`config.mk`:
```
export PLATFORM = sky130hd
export DESIGN_NAME = mul_seq_32
export DESIGN_NICKNAME = d
export VERILOG_FILES = /design/src/rtl/mul_seq_32.sv
export SDC_FILE = /design/constraint.sdc
export NUM_CORES = 1
export LEC_CHECK = 0
export ABC_AREA = 1
export CAP_MARGIN = 20
export CORE_ASPECT_RATIO = 1.4
export CORE_UTILIZATION = 50
export CTS_CLUSTER_DIAMETER = 150
export DETAILED_ROUTE_END_ITERATION = 16
export GPL_TIMING_DRIVEN = 0
export PLACE_DENSITY = 0.81
export SLEW_MARGIN = 25
export SYNTH_ARGS = -nofsm -noshare
export SYNTH_HDL_FRONTEND = slang
export SYNTH_SLANG_ARGS = --single-unit
export TNS_END_PERCENT = 5
```
`constraint.sdc`:
```
create_clock -name clk_i -period 15.94 [get_ports clk_i]
set_clock_uncertainty 0.2 [all_clocks]
set_input_delay 3.985 -clock clk_i [delete_from_list [all_inputs] [get_ports clk_i]]
set_output_delay 3.985 -clock clk_i [all_outputs]
set_load 0.05 [all_outputs]
```
`src/rtl/mul_seq_32.sv`:
```
// Sequential unsigned 32x32->64 shift-and-add multiplier. One partial-product
// addition per clock through a single ripple-carry adder instance.

module adder_32bit (
  input  logic [31:0] a,
  input  logic [31:0] b,
  input  logic        Pin,
  output logic [31:0] S,
  output logic        Pout
);
  logic [32:0] w_c;

  assign w_c[0] = Pin;

  for (genvar i = 0; i < 32; i++) begin : g_bit
    assign S[i]       = a[i] ^ b[i] ^ w_c[i];
    assign w_c[i + 1] = (a[i] & b[i]) | (w_c[i] & (a[i] ^ b[i]));
  end

  assign Pout = w_c[32];
endmodule

module mul_seq_32 #(
  parameter int WIDTH     = 32,
  parameter int ZERO_SKIP = 1
) (
  input  logic        clk_i,
  input  logic        rstn_i,
  input  logic        req_valid_i,
  output logic        req_ready_o,
  input  logic [31:0] a_i,
  input  logic [31:0] b_i,
  output logic        res_valid_o,
  input  logic        res_ready_i,
  output logic [63:0] res_o,
  output logic        busy_o
);
  if (WIDTH != 32) begin : g_width_chk
    $error("mul_seq_32: WIDTH must be 32, the adder instance is fixed-width");
  end

  localparam logic [1:0] S_IDLE = 2'd0;
  localparam logic [1:0] S_BUSY = 2'd1;
  localparam logic [1:0] S_DONE = 2'd2;

  logic [1:0]  r_state;
  logic [1:0]  w_state_nxt;
  logic [31:0] r_mcand;
  logic [31:0] r_hi;
  logic [31:0] r_lo;
  logic [5:0]  r_cnt;
  logic        r_req_ready;
  logic        r_res_valid;
  logic        r_busy;

  logic [31:0] w_addend;
  logic [31:0] w_sum;
  logic        w_cout;
  logic        w_accept;
  logic        w_zero;

  assign w_addend = r_lo[0] ? r_mcand : 32'd0;

  adder_32bit u_add (
    .a    (r_hi),
    .b    (w_addend),
    .Pin  (1'b0),
    .S    (w_sum),
    .Pout (w_cout)
  );

  // req_ready is registered, so nothing is accepted in the first cycle after reset
  assign w_accept = req_valid_i && r_req_ready;
  assign w_zero   = (ZERO_SKIP != 0) && ((a_i == 32'd0) || (b_i == 32'd0));

  always_comb begin
    w_state_nxt = r_state;
    case (r_state)
      S_IDLE: if (w_accept) w_state_nxt = w_zero ? S_DONE : S_BUSY;
      S_BUSY: if (r_cnt == 6'd31) w_state_nxt = S_DONE;
      S_DONE: if (res_ready_i) w_state_nxt = S_IDLE;
      default: w_state_nxt = S_IDLE;
    endcase
  end

  always_ff @(posedge clk_i or negedge rstn_i) begin
    if (!rstn_i) begin
      r_state     <= S_IDLE;
      r_req_ready <= 1'b0;
      r_res_valid <= 1'b0;
      r_busy      <= 1'b0;
      r_mcand     <= 32'd0;
      r_hi        <= 32'd0;
      r_lo        <= 32'd0;
      r_cnt       <= 6'd0;
    end else begin
      r_state     <= w_state_nxt;
      r_req_ready <= (w_state_nxt == S_IDLE);
      r_res_valid <= (w_state_nxt == S_DONE);
      r_busy      <= (w_state_nxt == S_BUSY);
      case (r_state)
        S_IDLE: begin
          if (w_accept) begin
            r_mcand <= a_i;
            r_hi    <= 32'd0;
            r_lo    <= w_zero ? 32'd0 : b_i;
            r_cnt   <= 6'd0;
          end
        end
        S_BUSY: begin
          // Carry-out becomes hi[31]; the sum LSB shifts into lo as multiplier bits retire
          {r_hi, r_lo} <= {w_cout, w_sum, r_lo[31:1]};
          r_cnt        <= r_cnt + 6'd1;
        end
        default: ;
      endcase
    end
  end

  assign req_ready_o = r_req_ready;
  assign res_valid_o = r_res_valid;
  assign busy_o      = r_busy;
  assign res_o       = {r_hi, r_lo};
endmodule
```
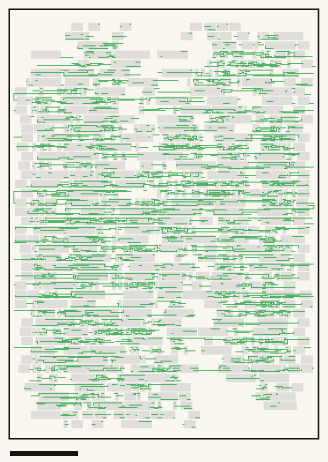
Fig. 1. Metal 1 (run 1).
The bar under the picture is 20 microns long.
wire length on this layer = 5,330 microns
main direction = horizontal
longest straight run = 29.0 microns

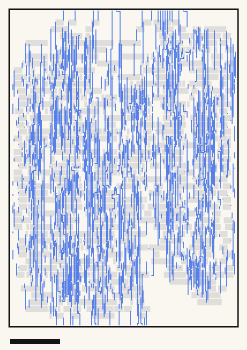
Fig. 2. M2 wires (run 1).
The bar under the picture is 20 microns long.
wire length on this layer = 7,000 microns
nets with wire on the layer = 736
share of all routed wire = 53%
longest straight run = 40.6 microns
Final Routed Wirelength: 13,300 microns
fraction of met2 tracks used by global routing: 44.9%
Vias: 4,594

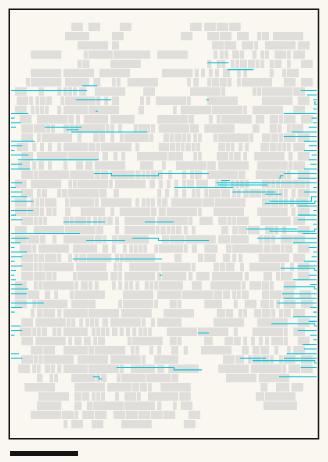
Fig. 3. Met3 routing (run 1).
The bar under the picture is 20 microns long.
longest straight run = 29.2 microns
share of all routed wire = 6.3%
wire length on this layer = 833 microns
met3 Resource Use GR: 4.35%

==> Changelog: implementation, run 1 <==
### Physical design

* Outcome: complete, no violations
* Cell mode on critical path: fa_1
* Length in cells of the worst reg-to-reg path at 37
* Endpoints failing setup at 0
* Buffers from clock root to sink, at most at 2
* Count of buffers from port buffering at ~130
* Insertion delay at the late pin of the worst-skew pair at approximately 340 ps
* Highest routing layer actually used: met4
* Number of H-tree levels at 3
* Overflow after GRT at 0
* Clock period minus worst slack at around 15,000 ps
* Final sum of negative setup slack at 0 ps
* Pin count of the biggest net entering global routing at ~66
* TritonCTS clock tree: done
* Reg2Reg Launch Point: r_lo[0]
* Residual DRC count at 0
* Period Utilization, post-route at between 90 and 100%
* Total cells reported by yosys after synthesis at 615
* DPL Wire Length at 10,300 microns
* Mapped Cells at ~600
* Yosys cell types at 23
* Worst endpoint data arrival time at around 15,000 ps
* Number of nets at floorplan at 716
* Die span in y at 126 microns
* Per-cell routed wire length at between 10 and 15 microns
* Remaining antenna violation count after routing at 0
* Crit path buffers/inverters at 4
* Endpoints failing hold at 0
* Flop2flop setup slack at slightly above 1000 ps
* Peak VDD IR at between 0.1 and 0.15 mV
* PD cells at between 200 and 250 mW/mm^2
* Clock sink count at roughly 110
* Highest attainable clock frequency at 0.0670 GHz
* GPL Wtd Cong at ~0.85
* Sum of met2 wire segment lengths after detailed routing at 7000 microns
* DIE WIDTH at 90.6 microns
* Number of fill cells at between 800 and 900
* Number of logged tool warnings at 26
* Most frequent logic cells in the routed design: nand2_1, clkdlybuf4s50_1, inv_1
* Critical path destination: r_hi[30]
* TritonCTS Buffers at 9
* Count of boundary I/O pins at around 140
* Share of final-layout standard cells stronger than drive strength 1 at 5.09%
* Actual slew at the worst max-slew pin at between 500 and 600 ps
* Post-synthesis instance area at ~0.0055 sq mm
* Post-CTS Setup Repair Bufs at 0
* Most numerous logic cell after layout: nand2_1
* Metal1 wirelength at approximately 5300 microns
* WP data required at approximately 16,000 ps
run 1: cells in the mapped netlist:
master and n:
nor2_2 1, nand3_2 1, a22o_1 1, nand2_4 1, a21oi_1 1, ha_1 2
buf_2 14, fa_1 31, nand4_1 4, o22ai_1 60, buf_6 3, o21ai_0 33
nor2_1 36, nand3_1 3, and2_1 3, buf_8 2, or2_1 1, o31ai_1 1
clkbuf_1 11, o21bai_1 22, nand2_1 163, dfrtp_1 107, inv_1 114
run 1: flip-flops by register name, indices dropped and copies added, names as in the netlist:
register	cells
r_state	2
r_cnt	6
res_valid_o	1
r_hi	32
busy_o	1
r_mcand	32
req_ready_o	1
r_lo	32
run 1: worst min-delay path, delay by kind of cell (launching register included):
family,cells,cell delay (ps)
flops,1,350
simple gates,1,50
compound gates,1,50
run 1: routing by layer:
layer,GRT usage (%),vias to the layer above
met1,31.3,2216
met4,6.83,0
met3,4.35,10
li1,-,2210
met2,44.9,158
met5,0,-
run 1: logic make-up (layout without fill, tap and decap cells):
group | after synthesis | after routing | share of synthesized area, %
and+or+nand+nor | 213 | 213 | 15.3
AOI/OAI and AO/OA | 118 | 118 | 13.2
buffers and inverters | 144 | 295 | 11.0
DFF | 107 | 107 | 48.7
adders and majority gates | 33 | 33 | 11.8
run 1: area by class of cell:
type / instances / area, sq um / area share, %
clock inverter: 6 / 63.8 / 0.871
tap: 138 / 173 / 2.36
clock buffer: 10 / 229 / 3.12
inverter: 114 / 428 / 5.84
buffer: 30 / 175 / 2.39
multi-input combinational: 364 / 2210 / 30.2
sequential: 107 / 2680 / 36.5
timing repair buffer: 135 / 1370 / 18.7
run 1: metrics by stage:
| step | setup slack [ps] | std cells | area, sq um | hold WS, ps |
|---|---|---|---|---|
| final | 1010 | 904 | 7330 | 286 |
| after floorplan | 1480 | 615 | 5490 | 249 |
| after detailed placement | 893 | 888 | 7040 | 266 |
| after CTS | 822 | 904 | 7330 | 285 |
| after global routing | 379 | 904 | 7330 | 314 |
| after global placement | 976 | 887 | 7010 | 263 |
run 1: how the worst min path moves through the flow:
stage / slack [ps] / startpoint / cells after the start / endpoint
global route: 310 / r_mcand[6] / 2 / r_mcand[6]
CTS: 290 / r_mcand[1] / 2 / r_mcand[1]
floorplan: 250 / r_mcand[0] / 2 / r_mcand[0]
global placement: 260 / r_mcand[5] / 2 / r_mcand[5]
finish: 290 / r_mcand[12] / 2 / r_mcand[12]
detailed placement: 270 / r_mcand[1] / 2 / r_mcand[1]
run 1: report_power, final:
part	leakage [uW]	switching, uW	total, uW	internal (uW)
registers	0.00136	66.7	454	387
logic	0.00180	512	803	291
clock network	0.000139	98.2	220	122
Fig. 4: run 1, routing congestion
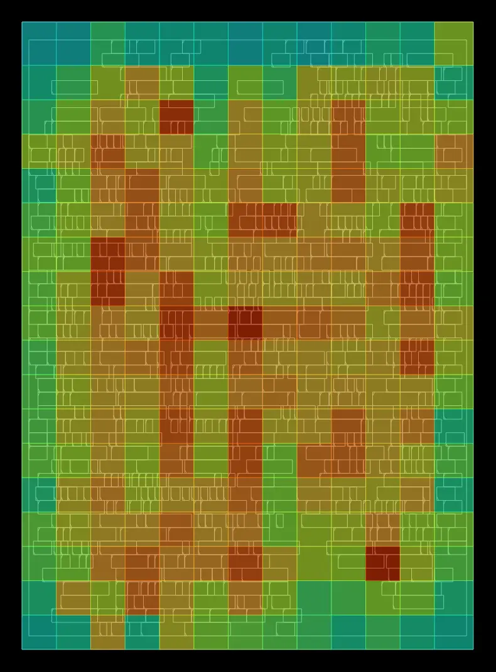

## Run 2: what changed since run 1
- CORE_UTILIZATION: 50 -> 51
- CTS_BUF_LIST: default -> sky130_fd_sc_hd__clkbuf_2
- PLACE_DENSITY: 0.81 -> 0.82
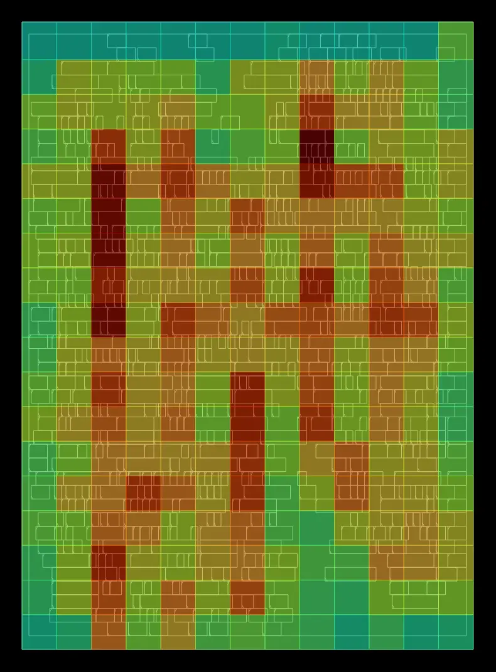
Fig. 5. Routing congestion (run 2).
utilization of the core after routing: 68.5%
all-layer global routing usage: 25.0%
GR Layer Usage met1: 30.6%
fraction of met2 tracks used by global routing: 44.3%
met3 Resource Use GR: 5.01%

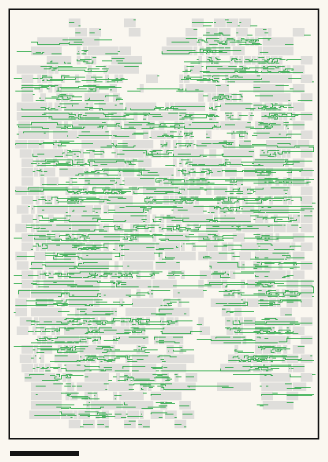
Fig. 6. Metal 1 (run 2).
The bar under the picture is 20 microns long.
share of all routed wire = 41%
wire length on this layer = 5,400 microns
nets with wire on the layer = 760
longest straight run = 36.3 microns

==> run 2 against run 1 <==
  * Clock power shrank 49%
  * Count of clock-buffer cells in the layout shrank 1
  * Cell count is the same
  * Highest routed layer unchanged
==> Changelog: implementation, run 2 <==
### Physical design

* Outcome: complete, no violations
* Sequential cell area in the final layout at 0.00268 sq mm (unchanged)
* Period Utilization, post-route at 93.8% (+0.13 points)
* Mapped Cells at 615 (unchanged)
* Multi-input combinational cell area at 0.00221 sq mm (unchanged)
* Buffers from clock root to sink, at most at 2 (unchanged)
* Residual DRC count at 0 (unchanged)
* Worst endpoint data arrival time at 15,310 ps (+320 ps)
* Clock period minus worst slack at 14,950 ps (+19.9 ps)
* Most instantiated flip-flop cell in the synthesis netlist: dfrtp_1
* Remaining antenna violation count after routing at 0 (unchanged)
* WP data required at 16,300 ps (+300 ps)
* Number of nets at floorplan at 716 (unchanged)
* Number of standard cells in the layout, taps in and fillers out at 904 (unchanged)
* Clock sink count at 107 (unchanged)
* Count of buffers from port buffering at 134 (unchanged)
* Die span in y at 125 microns (-0.97%)
* Final Routed Wirelength at 13,200 microns (-1.1%)
* Count of boundary I/O pins at 135 (unchanged)
* TritonCTS Buffers at 9 (unchanged)
* Post-CTS Setup Repair Bufs at 0 (unchanged)
* Number of enable flip-flop cells at 0 (unchanged)
* Share of final-layout standard cells stronger than drive strength 1 at 4.83% (-0.26 points)
* DIE WIDTH at 89.7 microns (-0.96%)
* Layout Cell Area excl Fill at 0.00712 sq mm (-2.8%)
* Area after detailed placement at 0.00704 sq mm (unchanged)
* Highest routing layer actually used: met4
* Most numerous logic cell after layout: nand2_1
* Peak VDD IR at 0.0996 mV (-33%)
* GPL Wtd Cong at 0.837 (-1.2%)
* Top Registers: r_hi (32), r_lo (32), r_mcand (32)
* Total cells reported by yosys after synthesis at 615 (unchanged)
* Most frequent cell after synthesis: nand2_1
* TritonCTS clock tree: done
* Most frequent logic cells in the routed design: nand2_1, clkdlybuf4s50_1, inv_1
* Vias at 4,588 (-0.13%)
* PD cells at 192 mW/mm^2 (-5.0%)
* Number of logged tool warnings at 26 (unchanged)
run 2: cell types whose count changed in the layout (fill, tap and decap cells not counted):
cell / before / now
clkbuf_2: 0 / 9
clkinvlp_4: 2 / 0
clkinv_2: 2 / 1
clkinv_4: 0 / 1
clkbuf_1: 12 / 11
clkinv_1: 0 / 3
clkbuf_16: 9 / 0
inv_6: 1 / 2
bufinv_16: 1 / 0
run 2: cell families after synthesis:
family | share of synthesized area, %
buf+inv | 11.0
simple gates | 15.3
flops | 48.7
fa+ha+maj | 11.8
compound gates | 13.2
run 2: worst max path at each step:
stage,start,end,slack [ps]
2_1_floorplan,r_lo[0],r_hi[30],1480
3_3_place_gp,r_lo[0],r_hi[30],990
3_5_place_dp,r_lo[0],r_hi[30],940
4_1_cts,r_lo[0],r_hi[30],860
5_1_grt,r_lo[0],r_hi[30],460
6_report,r_lo[0],r_hi[30],990
run 2: cell type report:
class	instances	area share, %
repair buffers	135	19.2
flip-flops and latches	107	37.6
inverters	114	6.01
clock buffers	9	0.632
plain buffers	30	2.46
multi-input cells	364	31.1
clock inverters	7	0.597
well taps	138	2.42
run 2: stage by stage:
stage	setup slack [ps]	util (%)	total power, uW
6_report	989	68.5	1360
5_1_grt	462	68.5	1460
4_1_cts	865	68.5	1370
3_5_place_dp	939	67.6	1260
3_3_place_gp	991	67.3	1230
2_1_floorplan	1480	-	999
run 2: worst max-delay path, delay by kind of cell (launching register included):
kind,cells,cell delay (ps)
adders and majority gates,31,13080
buffers and inverters,4,890
DFF,1,410
AOI/OAI and AO/OA,1,160
and+or+nand+nor,1,150
run 2: metal layers:
layer,GRT usage [%],vias to the layer above
met5,0,-
met4,7.81,0
met3,5.01,16
met2,44.3,145
met1,30.6,2219
li1,-,2208
run 2: power by group:
group / switching (uW) / internal (uW)
registers: 64.9 / 385
logic: 512 / 291
clock network: 91.3 / 20.5
No activity file was given, so power comes from the tool's default toggle rates.
